==> run_1/closeup.png <==
Region (31, 0) to (56, 25) um. Cells in gray, sequential cells in the stronger gray; small squares are vias.
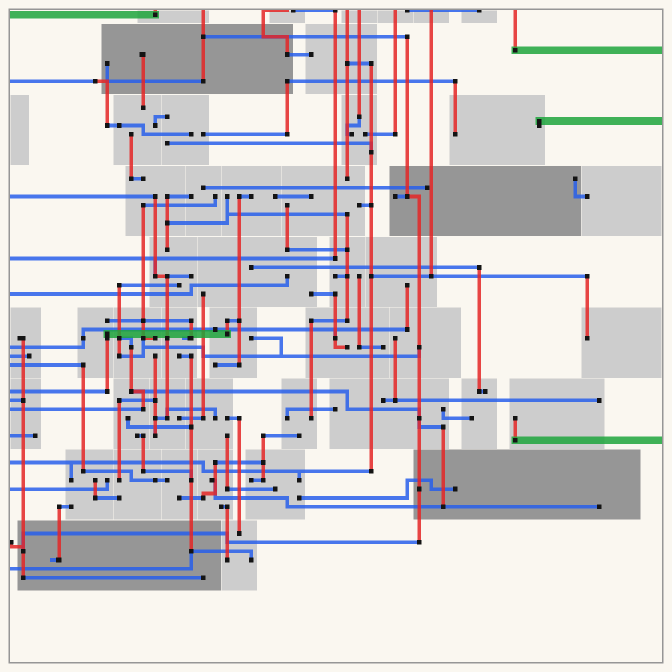
==> run_1/congestion_map.png <==
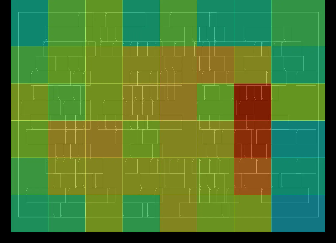
==> run_1/ff_map.png <==
Other sequential cells in the stronger gray, the rest of the logic in the fainter gray.
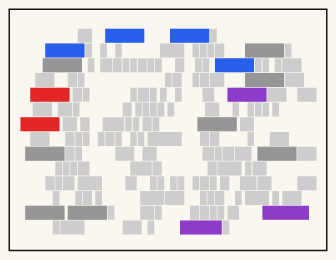
==> run_1/layers.png <==
Two of the layers only.
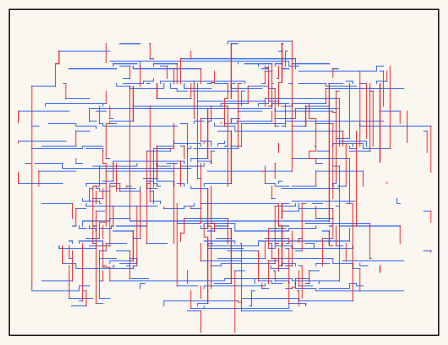
## src/rtl/turnstile_if.sv

```systemverilog
// turnstile_if: groups the turnstile front-end inputs and the gate/status
// outputs into one bundle.
//
// Signals:
//   coin        front end -> controller, one coin per cycle while high
//   push        front end -> controller, arm pushed this cycle
//   locked      controller -> gate, gate locked
//   alarm       controller -> status, forced-entry alarm
//   credit      controller -> status, stored credit (CW bits)
//   passed      controller -> status, 1-cycle pulse per paid passage
//   timeout_evt controller -> status, 1-cycle pulse when the unlock expires
//   coin_reject controller -> status, 1-cycle pulse for a coin refused at full credit
//
// Transfer rule: coin and push are single-cycle qualifiers with no ready/
// backpressure; every cycle they are high counts as one event, sampled on
// the rising clock edge. All outputs change only on that edge.

interface turnstile_if #(
    parameter int CW = 3
);
    logic          coin;
    logic          push;
    logic          locked;
    logic          alarm;
    logic [CW-1:0] credit;
    logic          passed;
    logic          timeout_evt;
    logic          coin_reject;

    modport master (
        output coin, push,
        input  locked, alarm, credit, passed, timeout_evt, coin_reject
    );

    modport slave (
        input  coin, push,
        output locked, alarm, credit, passed, timeout_evt, coin_reject
    );
endinterface

```

## src/rtl/turnstile_fare_controller.sv

```systemverilog
// turnstile_fare_controller: coin-credit turnstile with a per-passage fare,
// saturating credit, unlock timeout and timed forced-entry alarm.
//
// Ports:
//   clk        rising-edge clock
//   rst        synchronous active-high reset
//   bus        turnstile_if.slave: coin/push in; locked, alarm, credit,
//              passed, timeout_evt, coin_reject out (all registered)
//   state_dbg  current FSM state encoding (0 LOCKED, 1 UNLOCKED, 2 ALARM)
//
// The bus interface must be instantiated with CW = $clog2(MAX_CREDIT+1).

module turnstile_fare_controller #(
    parameter int FARE       = 2,
    parameter int MAX_CREDIT = 7,
    parameter int TIMEOUT    = 16,
    parameter int ALARM_HOLD = 8
) (
    input  logic        clk,
    input  logic        rst,
    turnstile_if.slave  bus,
    output logic [1:0]  state_dbg
);
    localparam int CW = $clog2(MAX_CREDIT + 1);
    localparam int TW = (TIMEOUT > 1) ? $clog2(TIMEOUT) : 1;
    localparam int HW = (ALARM_HOLD > 1) ? $clog2(ALARM_HOLD) : 1;

    // Credit arithmetic is done one bit wider so +coin never wraps.
    localparam logic [CW:0]   FARE_W    = (CW + 1)'(FARE);
    localparam logic [CW:0]   MAX_W     = (CW + 1)'(MAX_CREDIT);
    localparam logic [CW:0]   ONE_W     = (CW + 1)'(1);
    localparam logic [TW-1:0] TMO_LAST  = TW'(TIMEOUT - 1);
    localparam logic [HW-1:0] HOLD_LOAD = HW'(ALARM_HOLD - 1);

    typedef enum logic [1:0] {
        S_LOCKED   = 2'd0,
        S_UNLOCKED = 2'd1,
        S_ALARM    = 2'd2
    } state_t;

    state_t         state;
    logic [TW-1:0]  timer;
    logic [HW-1:0]  hold;

    logic           deduct;
    logic           reject_next;
    logic [CW:0]    credit_ext;
    logic [CW:0]    credit_sum;

    assign state_dbg = state;

    // Fare is taken only on the LOCKED->UNLOCKED edge; a coin arriving in
    // that same cycle is still accepted and never rejected.
    always_comb begin
        credit_ext  = {1'b0, bus.credit};
        deduct      = (state == S_LOCKED) && (credit_ext >= FARE_W);
        reject_next = 1'b0;
        credit_sum  = credit_ext;
        if (deduct) begin
            credit_sum = credit_ext - FARE_W + {{CW{1'b0}}, bus.coin};
        end else if (bus.coin) begin
            if (credit_ext == MAX_W) begin
                reject_next = 1'b1;
            end else begin
                credit_sum = credit_ext + ONE_W;
            end
        end
        if (credit_sum > MAX_W) begin
            credit_sum = MAX_W;
        end
    end

    always_ff @(posedge clk) begin
        if (rst) begin
            state           <= S_LOCKED;
            timer           <= '0;
            hold            <= '0;
            bus.credit      <= '0;
            bus.locked      <= 1'b1;
            bus.alarm       <= 1'b0;
            bus.passed      <= 1'b0;
            bus.timeout_evt <= 1'b0;
            bus.coin_reject <= 1'b0;
        end else begin
            bus.credit      <= credit_sum[CW-1:0];
            bus.coin_reject <= reject_next;
            bus.passed      <= 1'b0;
            bus.timeout_evt <= 1'b0;
            case (state)
                S_LOCKED: begin
                    // Paid credit wins over a simultaneous push.
                    if (deduct) begin
                        state      <= S_UNLOCKED;
                        timer      <= '0;
                        bus.locked <= 1'b0;
                        bus.alarm  <= 1'b0;
                    end else if (bus.push) begin
                        state      <= S_ALARM;
                        hold       <= HOLD_LOAD;
                        bus.locked <= 1'b1;
                        bus.alarm  <= 1'b1;
                    end else begin
                        bus.locked <= 1'b1;
                        bus.alarm  <= 1'b0;
                    end
                end
                S_UNLOCKED: begin
                    if (bus.push) begin
                        state      <= S_LOCKED;
                        bus.passed <= 1'b1;
                        bus.locked <= 1'b1;
                    end else if (timer == TMO_LAST) begin
                        state           <= S_LOCKED;
                        bus.timeout_evt <= 1'b1;
                        bus.locked      <= 1'b1;
                    end else begin
                        timer <= timer + 1'b1;
                    end
                end
                S_ALARM: begin
                    // hold counts remaining alarm cycles minus one; a push
                    // restarts the full hold period.
                    if (bus.push) begin
                        hold <= HOLD_LOAD;
                    end else if (hold == '0) begin
                        state     <= S_LOCKED;
                        bus.alarm <= 1'b0;
                    end else begin
                        hold <= hold - 1'b1;
                    end
                end
                default: begin
                    state      <= S_LOCKED;
                    timer      <= '0;
                    hold       <= '0;
                    bus.locked <= 1'b1;
                    bus.alarm  <= 1'b0;
                end
            endcase
        end
    end
endmodule

```

## src/flat_wrapper.sv

```systemverilog
// flat-port wrapper written by rule: the top's interface ports become plain ports
module turnstile_fare_controller_flat 
#(
    parameter int FARE       = 2,
    parameter int MAX_CREDIT = 7,
    parameter int TIMEOUT    = 16,
    parameter int ALARM_HOLD = 8
)
  (clk, rst, state_dbg, bus_coin, bus_push, bus_locked, bus_alarm, bus_credit, bus_passed, bus_timeout_evt, bus_coin_reject);
  turnstile_if #(.CW(3)) bus_i ();
  input  logic clk;
  input  logic rst;
  output logic [1:0] state_dbg;
  input wire logic [$bits(bus_i.coin)-1:0] bus_coin;
  input wire logic [$bits(bus_i.push)-1:0] bus_push;
  output wire logic [$bits(bus_i.locked)-1:0] bus_locked;
  output wire logic [$bits(bus_i.alarm)-1:0] bus_alarm;
  output wire logic [$bits(bus_i.credit)-1:0] bus_credit;
  output wire logic [$bits(bus_i.passed)-1:0] bus_passed;
  output wire logic [$bits(bus_i.timeout_evt)-1:0] bus_timeout_evt;
  output wire logic [$bits(bus_i.coin_reject)-1:0] bus_coin_reject;
  assign bus_i.coin = bus_coin;
  assign bus_i.push = bus_push;
  assign bus_locked = bus_i.locked;
  assign bus_alarm = bus_i.alarm;
  assign bus_credit = bus_i.credit;
  assign bus_passed = bus_i.passed;
  assign bus_timeout_evt = bus_i.timeout_evt;
  assign bus_coin_reject = bus_i.coin_reject;
  turnstile_fare_controller #(.FARE(FARE), .MAX_CREDIT(MAX_CREDIT), .TIMEOUT(TIMEOUT), .ALARM_HOLD(ALARM_HOLD)) u_core (.clk(clk), .rst(rst), .bus(bus_i), .state_dbg(state_dbg));
endmodule
```

## config.mk

```make
export PLATFORM = sky130hd
export DESIGN_NAME = turnstile_fare_controller_flat
export DESIGN_NICKNAME = d
export VERILOG_FILES = /design/src/rtl/turnstile_if.sv /design/src/rtl/turnstile_fare_controller.sv /design/src/flat_wrapper.sv
export SDC_FILE = /design/constraint.sdc
export NUM_CORES = 1
export LEC_CHECK = 0
export ABC_AREA = 1
export CORE_ASPECT_RATIO = 0.75
export CORE_UTILIZATION = 40
export DETAILED_ROUTE_END_ITERATION = 12
export SETUP_SLACK_MARGIN = 0.1
export SLEW_MARGIN = 20
export SYNTH_ARGS = -nofsm -noshare
export SYNTH_HDL_FRONTEND = slang
export SYNTH_SLANG_ARGS = --single-unit
```

## constraint.sdc

```tcl
create_clock -name clk -period 2.2 [get_ports clk]
set_clock_uncertainty 0.2 [all_clocks]
set_input_delay 0.66 -clock clk [delete_from_list [all_inputs] [get_ports clk]]
set_output_delay 0.66 -clock clk [all_outputs]
set_load 0.005 [all_outputs]
```

==> CHANGELOG.md, run 1 <==
### Metrics

* Most numerous logic cells after layout: nand2_1, nor2_1, dfxtp_1
* #FFs+latches synth at 17
* Invs w/o clock at 20
* Critical path class: flip-flop to output port
* Die y size at between 40 and 50 um
* Worst path bufs/invs at 1
* Crit path DRT at 1340 ps
* Top cells, area: dfxtp_1, nand2_1, ha_1
* Latest clock arrival within the worst-skew pair at ~300 ps
* Ys Warns at 0
* Largest net degree at the start of global routing at 10
* Setup bufs post-CTS at 0
* Netlist cell types at 23
* Synth logic family: simple AND/OR/NAND/NOR gates
* Final Max Slew Viols at 0
* Worst R2R End: u_core.hold[2]$_SDFFE_PP0P_
* Antenna viol nets, final at 0
* Clock Buffer Count at 4
* WHS Endpoint: u_core.bus.alarm$_SDFFE_PP0P_
* Count of tool warnings at 26
* Yosys Chip Area at 950 sq um
* Sw Ratio at 0.451
* Initial DRT Pass Iterations at 4
* Period utilization at 0.932
* Worst EP arrival at 1190 ps
* Worst path slowest cell: clkdlybuf4s50_1
* Die ar. at 0.00258 sq mm
* Post-synth seq share at 0.358
* CP startpoint kind: flip-flop
* Status: completed
* Io pins at 14
-- closeup.png (at the start) --
color	layer
red	M2
blue	M1
green	M3
most frequent	nand2_1 (6), inv_1 (5)
netlist names of flops here include	`u_core.bus.credit` (2)
sequential cells in the window	4
cells with their middle in the window	39

-- congestion_map.png (at the start) --
GRT Max-Usage Layer: met2
met1 Use GR: 0.282
met2 Use GR: 0.287

-- ff_map.png (at the start) --
color	name in the netlist	flops
blue	`u_core.timer`	4
purple	`u_core.bus.credit`	3
red	`u_core.state_dbg`	2
not colored	8

-- layers.png (at the start) --
color	layer	wire length
red	M2	850 um
blue	M1	1150 um

run 1: through the flow:
step | utilization | total power [W] | instances | hold WS, ps | instance area, sq um
global route | 0.563 | 0.00187 | 192 | 284 | 1190
global placement | 0.548 | 0.00147 | 188 | 255 | 1160
floorplan | - | 0.00118 | 138 | 255 | 950
CTS | 0.561 | 0.00169 | 192 | 271 | 1190
finish | 0.563 | 0.00167 | 192 | 265 | 1190
detailed placement | 0.548 | 0.00150 | 188 | 253 | 1160
run 1: flip-flops by register name (all words and copies together), names as in the netlist:
signal                  count
u_core.bus.alarm            1
u_core.bus.coin_reject      1
u_core.bus.credit           3
u_core.bus.locked           1
u_core.bus.passed           1
u_core.bus.timeout_evt      1
u_core.hold                 3
u_core.state_dbg            2
u_core.timer                4
==> run 1 -> run 2 <==
==> constraint.sdc (replaced) <==
create_clock -name clk -period 1.68 [get_ports clk]
set_clock_uncertainty 0.2 [all_clocks]
set_input_delay 0.504 -clock clk [delete_from_list [all_inputs] [get_ports clk]]
set_output_delay 0.504 -clock clk [all_outputs]
set_load 0.005 [all_outputs]
==> run_2/congestion_map.png <==
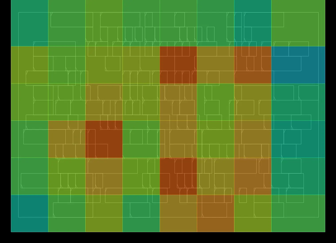
met2 Use GR: 0.274
GRT Max-Usage Layer: met1

==> run_2/ff_map.png <==
Other sequential cells in the stronger gray, the rest of the logic in the fainter gray.
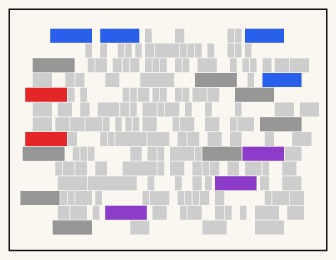
color	name in the netlist	flops
purple	`u_core.bus.credit`	3
red	`u_core.state_dbg`	2
blue	`u_core.timer`	4
not colored	8

==> CHANGELOG.md, run 2 <==
### Metrics

* Initial DRT Pass Iterations at 4 (unchanged)
* Synth logic family: simple AND/OR/NAND/NOR gates
* Reg with most FFs: u_core.timer
* Worst path slowest cell: dfxtp_1
* #FFs+latches synth at 17 (unchanged)
* Io pins at 14 (unchanged)
* Top cells, area: dfxtp_1, nand2_1, ha_1
* Placed cells at 192 (+2.1%)
* CP startpoint kind: flip-flop
* Final Cell Area at 0.00132 sq mm (+10%)
* Crit path DRT at 980 ps (-360 ps)
* Largest regs: u_core.timer (4), u_core.bus.credit (3), u_core.hold (3)
* Largest net degree at the start of global routing at 10 (unchanged)
* Worst R2R End: u_core.hold[1]$_SDFFE_PP0P_
* Antenna viol nets, final at 0 (unchanged)
* Worst EP arrival at 850 ps (-340 ps)
* Worst path bufs/invs at 1 (unchanged)
* Ys Warns at 0 (unchanged)
* Max reg flops at 4 (unchanged)
* WHS Endpoint: u_core.bus.alarm$_SDFFE_PP0P_
* Finished Core Util at 0.620 (+0.0579)
* Status: completed
* Sw Ratio at 0.454 (+0.00300)
* Yosys Chip Area at 950 sq um (unchanged)
* Most numerous logic cells after layout: nand2_1, nor2_1, inv_1
* Netlist cell types at 23 (unchanged)
* Final Max Slew Viols at 0 (unchanged)
## run 2: how the worst max path moves through the flow
stage / start / to / slack, ps / cells after the start
finish: u_core.bus.coin_reject$_SDFF_PP0_ / bus_coin_reject / 130 / 1
global route: u_core.bus.credit[1]$_SDFF_PP0_ / u_core.hold[1]$_SDFFE_PP0P_ / 70 / 8
CTS: u_core.bus.credit[1]$_SDFF_PP0_ / bus_credit[1] / 100 / 1
detailed placement: bus_coin / u_core.bus.credit[1]$_SDFF_PP0_ / -310 / 7
global placement: bus_coin / u_core.bus.credit[1]$_SDFF_PP0_ / -270 / 7
floorplan: u_core.hold[0]$_SDFFE_PP0P_ / u_core.hold[1]$_SDFFE_PP0P_ / 160 / 7
==> run_2/closeup.png <==
Region (31, 0) to (56, 25) um. Cells in gray, sequential cells in the stronger gray; small squares are vias.
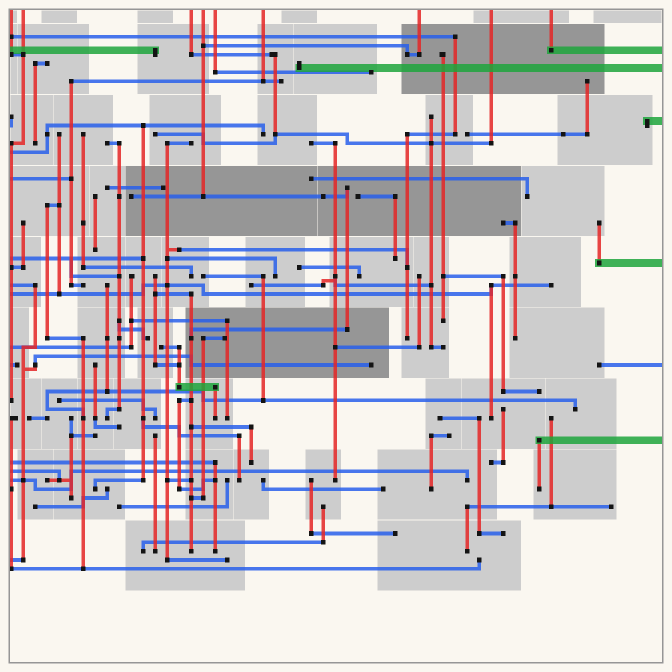

==> run 2 -> run 3 <==
==> constraint.sdc (replaced) <==
create_clock -name clk -period 1.9 [get_ports clk]
set_clock_uncertainty 0.2 [all_clocks]
set_input_delay 0.57 -clock clk [delete_from_list [all_inputs] [get_ports clk]]
set_output_delay 0.57 -clock clk [all_outputs]
set_load 0.005 [all_outputs]
==> run_3/closeup.png <==
Region (31, 0) to (56, 25) um. Cells in gray, sequential cells in the stronger gray; small squares are vias.
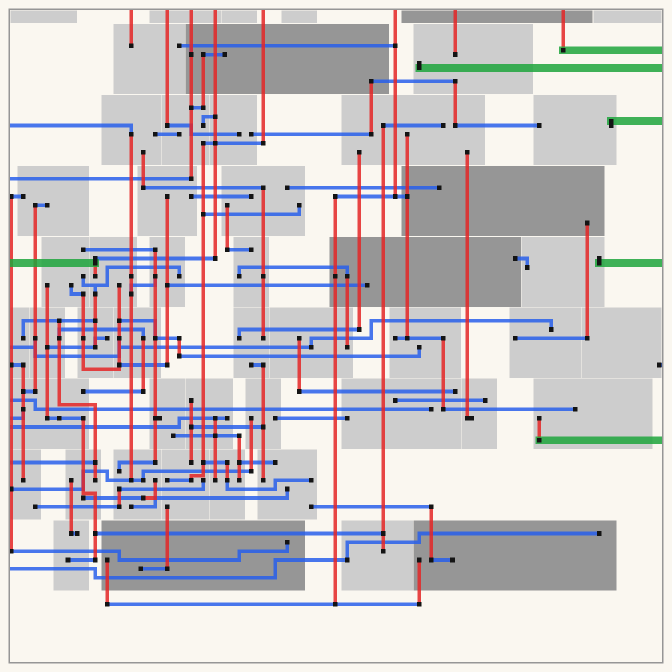
color	layer
green	M3
blue	M1
red	M2
most frequent	nand2_1 (7)
netlist names of flops here include	`u_core.bus.credit` (3)
cells with their middle in the window	43
sequential cells in the window	5

==> CHANGELOG.md, run 3 <==
### Metrics

* Core Region at 0.00212 sq mm
* ANT cells at 0
* Most numerous logic cells after layout: nand2_1, nor2_1, inv_1
* Netlist cell types at 23 (unchanged)
* Instance count on the critical path at 1 (unchanged)
* Largest net degree at the start of global routing at 10 (unchanged)
* Crit path DRT at 1130 ps (+150 ps)
* Synth logic family: simple AND/OR/NAND/NOR gates
* Largest regs: u_core.timer (4), u_core.bus.credit (3), u_core.hold (3)
* Max reg flops at 4 (unchanged)
* Worst Setup EP: bus_credit[0]
* Reg with most FFs: u_core.timer
* Root Buffer: clkbuf_4
* Worst R2R End: u_core.hold[1]$_SDFFE_PP0P_
* Final Max Slew Viols at 0 (unchanged)
* WL met1 at 1150 um
* CP startpoint kind: flip-flop
* Adder-cell share of the synthesized area at 0.0791
* Worst path slowest cell: dfxtp_2
* #FFs+latches synth at 17 (unchanged)
* Initial DRT Pass Iterations at 4 (unchanged)
* GRT Max-Usage Layer: met1
* Pwr top: combinational cells
* Io pins at 14 (unchanged)
* Sw Ratio at 0.448 (-0.00578)
* Area fraction in compound gates at 0.105
* Yosys Chip Area at 950 sq um (unchanged)
* Antenna viol nets, final at 0 (unchanged)
* Worst path bufs/invs at 1 (unchanged)
* Final Cell Area at 0.00122 sq mm (-7.1%)
* Crit path from: u_core.bus.credit[0]$_SDFF_PP0_
* Status: completed
* Worst EP arrival at 870 ps (+20 ps)
* Top cells, area: dfxtp_1, nand2_1, ha_1
* WHS Endpoint: u_core.bus.alarm$_SDFFE_PP0P_
* Ys Warns at 0 (unchanged)
* Placed cells at 191 (-0.52%)
==> run_3/congestion_map.png <==
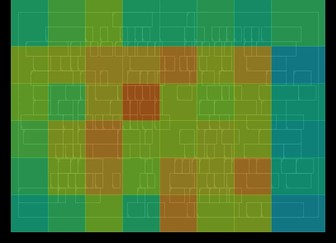
met1 Use GR: 0.274
met3 Use GR: 0.0643
met2 Use GR: 0.269
Total GRT Usage: 0.189
WL/cell: 10.5 um

-- run 3: netlist changes by cell type in the layout (fill, tap and decap cells not counted), moves of 2 or more --
cell / previous run / this run
dfxtp_1: 7 / 10
dlymetal6s2s_1: 0 / 2
o21ai_0: 1 / 3
nand2_2: 3 / 0
o21ai_2: 2 / 0
dfxtp_2: 10 / 7
buf_4: 13 / 10
nand2_1: 31 / 34
dlygate4sd2_1: 3 / 10
ha_1: 3 / 5
clkdlybuf4s15_1: 9 / 0
-- run 3: layout make-up --
class,instances,share of cell area
multi-input combinational,100,0.434
sequential,17,0.286
timing repair buffer,23,0.162
inverter,20,0.0635
tap,32,0.0328
clock buffer,4,0.0215
Power figures rest on the tool's default switching activity, not on a simulated workload.
